power_grid.png
The bar under the picture is 50 µm long. Pins as bars on the die edge. Tap cells in grey.
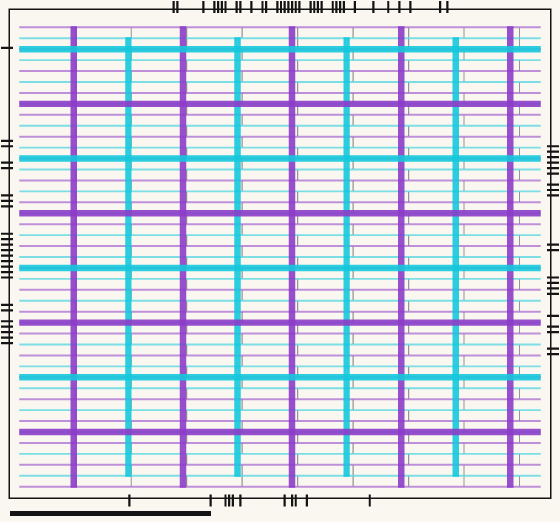
io_fan.png
The bar under the picture is 50 µm long.
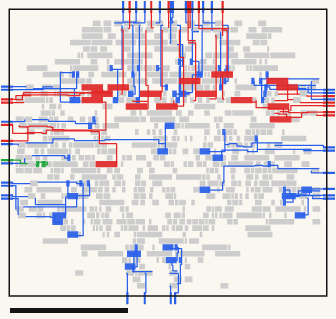
flops_by_reg.png
The bar under the picture is 50 µm long. Other sequential cells in the stronger grey, the rest of the logic in the fainter grey.
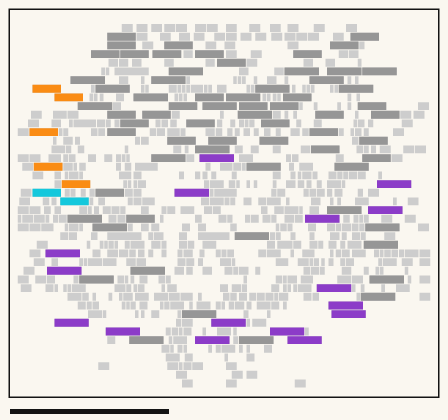
<file path="config.mk">
export PLATFORM = sky130hd
export DESIGN_NAME = div32_16_seq
export DESIGN_NICKNAME = d
export VERILOG_FILES = /design/src/rtl/div32_16_seq.sv
export SDC_FILE = /design/constraint.sdc
export NUM_CORES = 1
export LEC_CHECK = 0
export ABC_CLOCK_PERIOD_IN_PS = 3190
export CORE_ASPECT_RATIO = 0.9
export CORE_MARGIN = 2
export CORE_UTILIZATION = 35
export CTS_BUF_LIST = sky130_fd_sc_hd__clkbuf_4
export DETAILED_ROUTE_END_ITERATION = 10
export SLEW_MARGIN = 20
export SYNTH_ARGS = -nofsm -noshare
export SYNTH_HDL_FRONTEND = slang
export SYNTH_SLANG_ARGS = --single-unit
</file>
<file path="constraint.sdc">
create_clock -name clk -period 3.19 [get_ports clk]
set_input_delay 0.638 -clock clk [delete_from_list [all_inputs] [get_ports clk]]
set_output_delay 0.638 -clock clk [all_outputs]
set_load 0.005 [all_outputs]
</file>
<file path="src/rtl/div32_16_seq.sv">
// Sequential restoring divider: 2*WIDTH-bit dividend by WIDTH-bit divisor, one quotient bit per clock.
// Divide-by-zero and quotient overflow are detected at accept and finish in a single cycle.
module div32_16_seq #(
  parameter int WIDTH = 16
) (
  input  logic                 clk,
  input  logic                 rst_n,
  input  logic                 in_valid,
  output logic                 in_ready,
  input  logic [2*WIDTH-1:0]   dividend,
  input  logic [WIDTH-1:0]     divisor,
  output logic                 out_valid,
  input  logic                 out_ready,
  output logic [WIDTH-1:0]     quotient,
  output logic [WIDTH-1:0]     remainder,
  output logic                 div_by_zero,
  output logic                 overflow,
  output logic                 busy
);

  localparam int CNT_W = $clog2(WIDTH + 1);

  typedef enum logic [1:0] {
    IDLE = 2'd0,
    RUN  = 2'd1,
    DONE = 2'd2
  } state_t;

  state_t             state;
  logic [CNT_W-1:0]   cnt;
  logic [WIDTH-1:0]   rem_r;
  logic [WIDTH-1:0]   quo_r;
  logic [WIDTH-1:0]   dsr_r;

  logic [WIDTH:0]     shifted;
  logic               fits;
  logic [WIDTH-1:0]   rem_nx;
  logic [WIDTH-1:0]   quo_nx;

  logic               accept;
  logic               is_zero;
  logic               is_ovf;

  // Trial subtraction; only called when the result is known nonnegative and below the divisor.
  function automatic logic [WIDTH-1:0] restore_sub(input logic [WIDTH:0] a,
                                                   input logic [WIDTH-1:0] b);
    return WIDTH'(a - {1'b0, b});
  endfunction

  assign in_ready  = (state == IDLE);
  assign busy      = (state != IDLE);
  assign out_valid = (state == DONE);

  assign accept  = in_valid && (state == IDLE);
  assign is_zero = (divisor == '0);
  assign is_ovf  = (dividend[2*WIDTH-1:WIDTH] >= divisor);

  // Partial remainder stays below the divisor, so it fits WIDTH bits between steps.
  always_comb begin
    shifted = {rem_r, quo_r[WIDTH-1]};
    fits    = (shifted >= {1'b0, dsr_r});
    rem_nx  = fits ? restore_sub(shifted, dsr_r) : shifted[WIDTH-1:0];
    quo_nx  = {quo_r[WIDTH-2:0], fits};
  end

  // Control and result registers
  always_ff @(posedge clk or negedge rst_n) begin
    if (!rst_n) begin
      state       <= IDLE;
      cnt         <= '0;
      quotient    <= '0;
      remainder   <= '0;
      div_by_zero <= 1'b0;
      overflow    <= 1'b0;
    end else begin
      case (state)
        IDLE: begin
          if (in_valid) begin
            if (is_zero) begin
              quotient    <= '1;
              remainder   <= dividend[WIDTH-1:0];
              div_by_zero <= 1'b1;
              overflow    <= 1'b0;
              state       <= DONE;
            end else if (is_ovf) begin
              quotient    <= '1;
              remainder   <= '0;
              div_by_zero <= 1'b0;
              overflow    <= 1'b1;
              state       <= DONE;
            end else begin
              cnt   <= CNT_W'(WIDTH);
              state <= RUN;
            end
          end
        end
        RUN: begin
          cnt <= cnt - 1'b1;
          if (cnt == CNT_W'(1)) begin
            quotient    <= quo_nx;
            remainder   <= rem_nx;
            div_by_zero <= 1'b0;
            overflow    <= 1'b0;
            state       <= DONE;
          end
        end
        DONE: begin
          if (out_ready) state <= IDLE;
        end
        default: state <= IDLE;
      endcase
    end
  end

  // Iteration datapath
  always_ff @(posedge clk) begin
    if (accept) begin
      rem_r <= dividend[2*WIDTH-1:WIDTH];
      quo_r <= dividend[WIDTH-1:0];
      dsr_r <= divisor;
    end else if (state == RUN) begin
      rem_r <= rem_nx;
      quo_r <= quo_nx;
    end
  end

endmodule

</file>
==> metrics.cfg <==
[yosys]
post-synth-top-count-cell=nand2_1
synth_warnings=0
synth_simple_gate_area_share=0.180
synth_top_flop_cell=edfxtp_1
postSynthSeqShare=0.461
aoi_share=0.190
ys_sh_adder=0.0833
top_cell_area_share=0.270
top_logic_kind=AND-OR/OR-AND gates
synth-async-reset-ratio=0.461
xor_share=0.0115
netlist.top_cell.by_area=edfxtp_1
synth.area.top_cells=edfxtp_1 27%, dfrtp_1 19%, ha_1 8.0%
synth.avg_cell_area_um2=9.53
ys_chip_area_um2=5350
syn_nets=648
ys_cells=561
syn_inst=561
synth.distinct_cells=63
ys_ff=89
top_cells_by_count=72 x nand2_1, 48 x edfxtp_1, 44 x inv_1
ys_sh_mux=0.0204
netlist_area_um2=5350
synth-edff-count=48

[pwr]
leakage_uw=0.00285
ir_drop_uv=544
p_per_area_nw_per_um2=1060
finalPower_uw=7350

[global_route]
grt_overflow=0
first_global_vias=4685
grt_pass1_wl_um=25300
grt_max_degree=43
antenna_found_initial=1
grt_usage=0.204

[route]
drt_iter0_drc=331
vias=4813
wl_per_cell_um=18.4
drt_pass1_iterations=4
viasPerCell=5.43
wl_um=16300
ant_nets=0
drc_errors=0

[critical_path]
cp-endpoint=remainder[7]$_DFFE_PN0P_
crit_path_end_kind=register
cp_max_fo=12
path_delay_family=simple AND/OR/NAND/NOR gates
r2r_start=rem_r[5]$_DFFE_PP_
criticalPathCategory=register to register
crit_cells=10
reg2reg_to=remainder[7]$_DFFE_PN0P_
worstSetupStartpointType=register
worst-endpoint-required_ps=3520
r2r_cells=10
worst_ep_arrival_time_ps=3410
reg2reg_slack_ps=110
cp_slowest_cell=or4b_4
worst-path-buf-inv=2
critical-path-max-stage-delay_ps=610
cpMostUsedCell=buf_4
worstPathCellList=ha_1, buf_4, nand3_1, nand2_1, or4b_4, a2111oi_4, nor2_2, mux2i_1, buf_4, o211ai_1
crit_path_start=rem_r[5]$_DFFE_PP_

[final_layout]
final-comb-area_um2=2600
layout.nets=769
instances_no_fill=886
fill_cells=1421
layout-drive-gt1-share=0.128
fin_area_um2=6920
area_growth_pct=29.5
final_cell_mix=87 x clkdlybuf4s50_1, 72 x nand2_1, 48 x edfxtp_1
layout_top_cell=clkdlybuf4s50_1

[floorplan]
core_um2=14800
dieArea_um2=16300
fp_util=0.361
die_h_um=121
die_width_um=134
pin_count=89
rows=42

[flow_run]
warnings=28
cap_violations=0

[timing]
finalCritPeriodShare=0.966
max_freq_ghz=0.324
holdWs_ps=302
slew_headroom=0.362
setup_tns_ps=0
min_period_ps=3080
timing.final.ws_setup_ps=108
rsz0062_at_grt=yes
final_max_slew_viol_count=0
worst_pin_slew_ps=957
hold_viol_final=0
fin_skew_ps=24.3
setup_viol=0

[clock_network]
cts.path.max_buffers=2
insertion_delay_ps=460
cts_tree=built
cts.sinks=89
cts_setup_buffers=0
clk_pin_slew_ps=160
root_buffer=clkbuf_4
hold_buffers=0
htreeDepth=3
numCtsBuffers=9

[placed_design]
place_congestion=0.905
pre_cts_slack_ps=-143
dpl_cell_area_um2=6750
placed_cells=869
dp_hpwl_um=12500
io_buffer_count=88

[run_status]
status=completed

[worst_hold_path]
hp-class=input pin to async pin

Notes on power_grid.png above:
- VDD: cyan
- VSS: purple
- signal pins: 89
- rows: 42
- met4 straps: 9

Notes on io_fan.png above:
- remainder: red (bits 16; direction output; edge 7 north, 5 east, 4 west; end cells 16; buffers 16; wire 673 µm)
- in_valid: green (bits 1; direction input; edge west; end cells 2; buffers 1; wire 16.7 µm)
- dividend: blue (bits 32; direction input; edge 10 north, 9 west, 9 east, 4 south; end cells 63; buffers 32; wire 1310 µm)

Notes on flops_by_reg.png above:
- state: cyan (sequential cells 2)
- cnt: orange (sequential cells 5)
- dsr_r: purple (sequential cells 16)
- not coloured: 66
flop share of the area: 0.356
Seq. pwr: 2190 µW
fin util: 0.467
Storage cell area: 2470 µm²

final cells by class:
class                   count  area share
repair buffers            137       0.183
inverters                  45      0.0244
multi-input cells         400       0.375
clock buffers               9     0.00976
diodes                      1    0.000361
flip-flops and latches     89       0.356
clock inverters             7      0.0148
well taps                 198      0.0358
per-layer routing:
metal  track usage  wire length (µm)  vias up
met1         0.298              7860     2322
met2         0.315              7250      163
met4        0.0566               220        0
met5             0                 0        -
met3        0.0326               926       17
li1              -                 -     2311
power breakdown:
group	internal, µW	total (µW)	switching, µW
clock	328	768	440
sequential	1880	2190	304
combinational	1960	4400	2440
total	4170	7350	3180
timing repair:
action / 4_1_cts / 5_1_grt
endpoints found under the setup margin: 3 / 6
endpoints found under the hold margin: 0 / 0
gates resized: 1 / 1
Power is estimated from default activity; no workload was simulated.
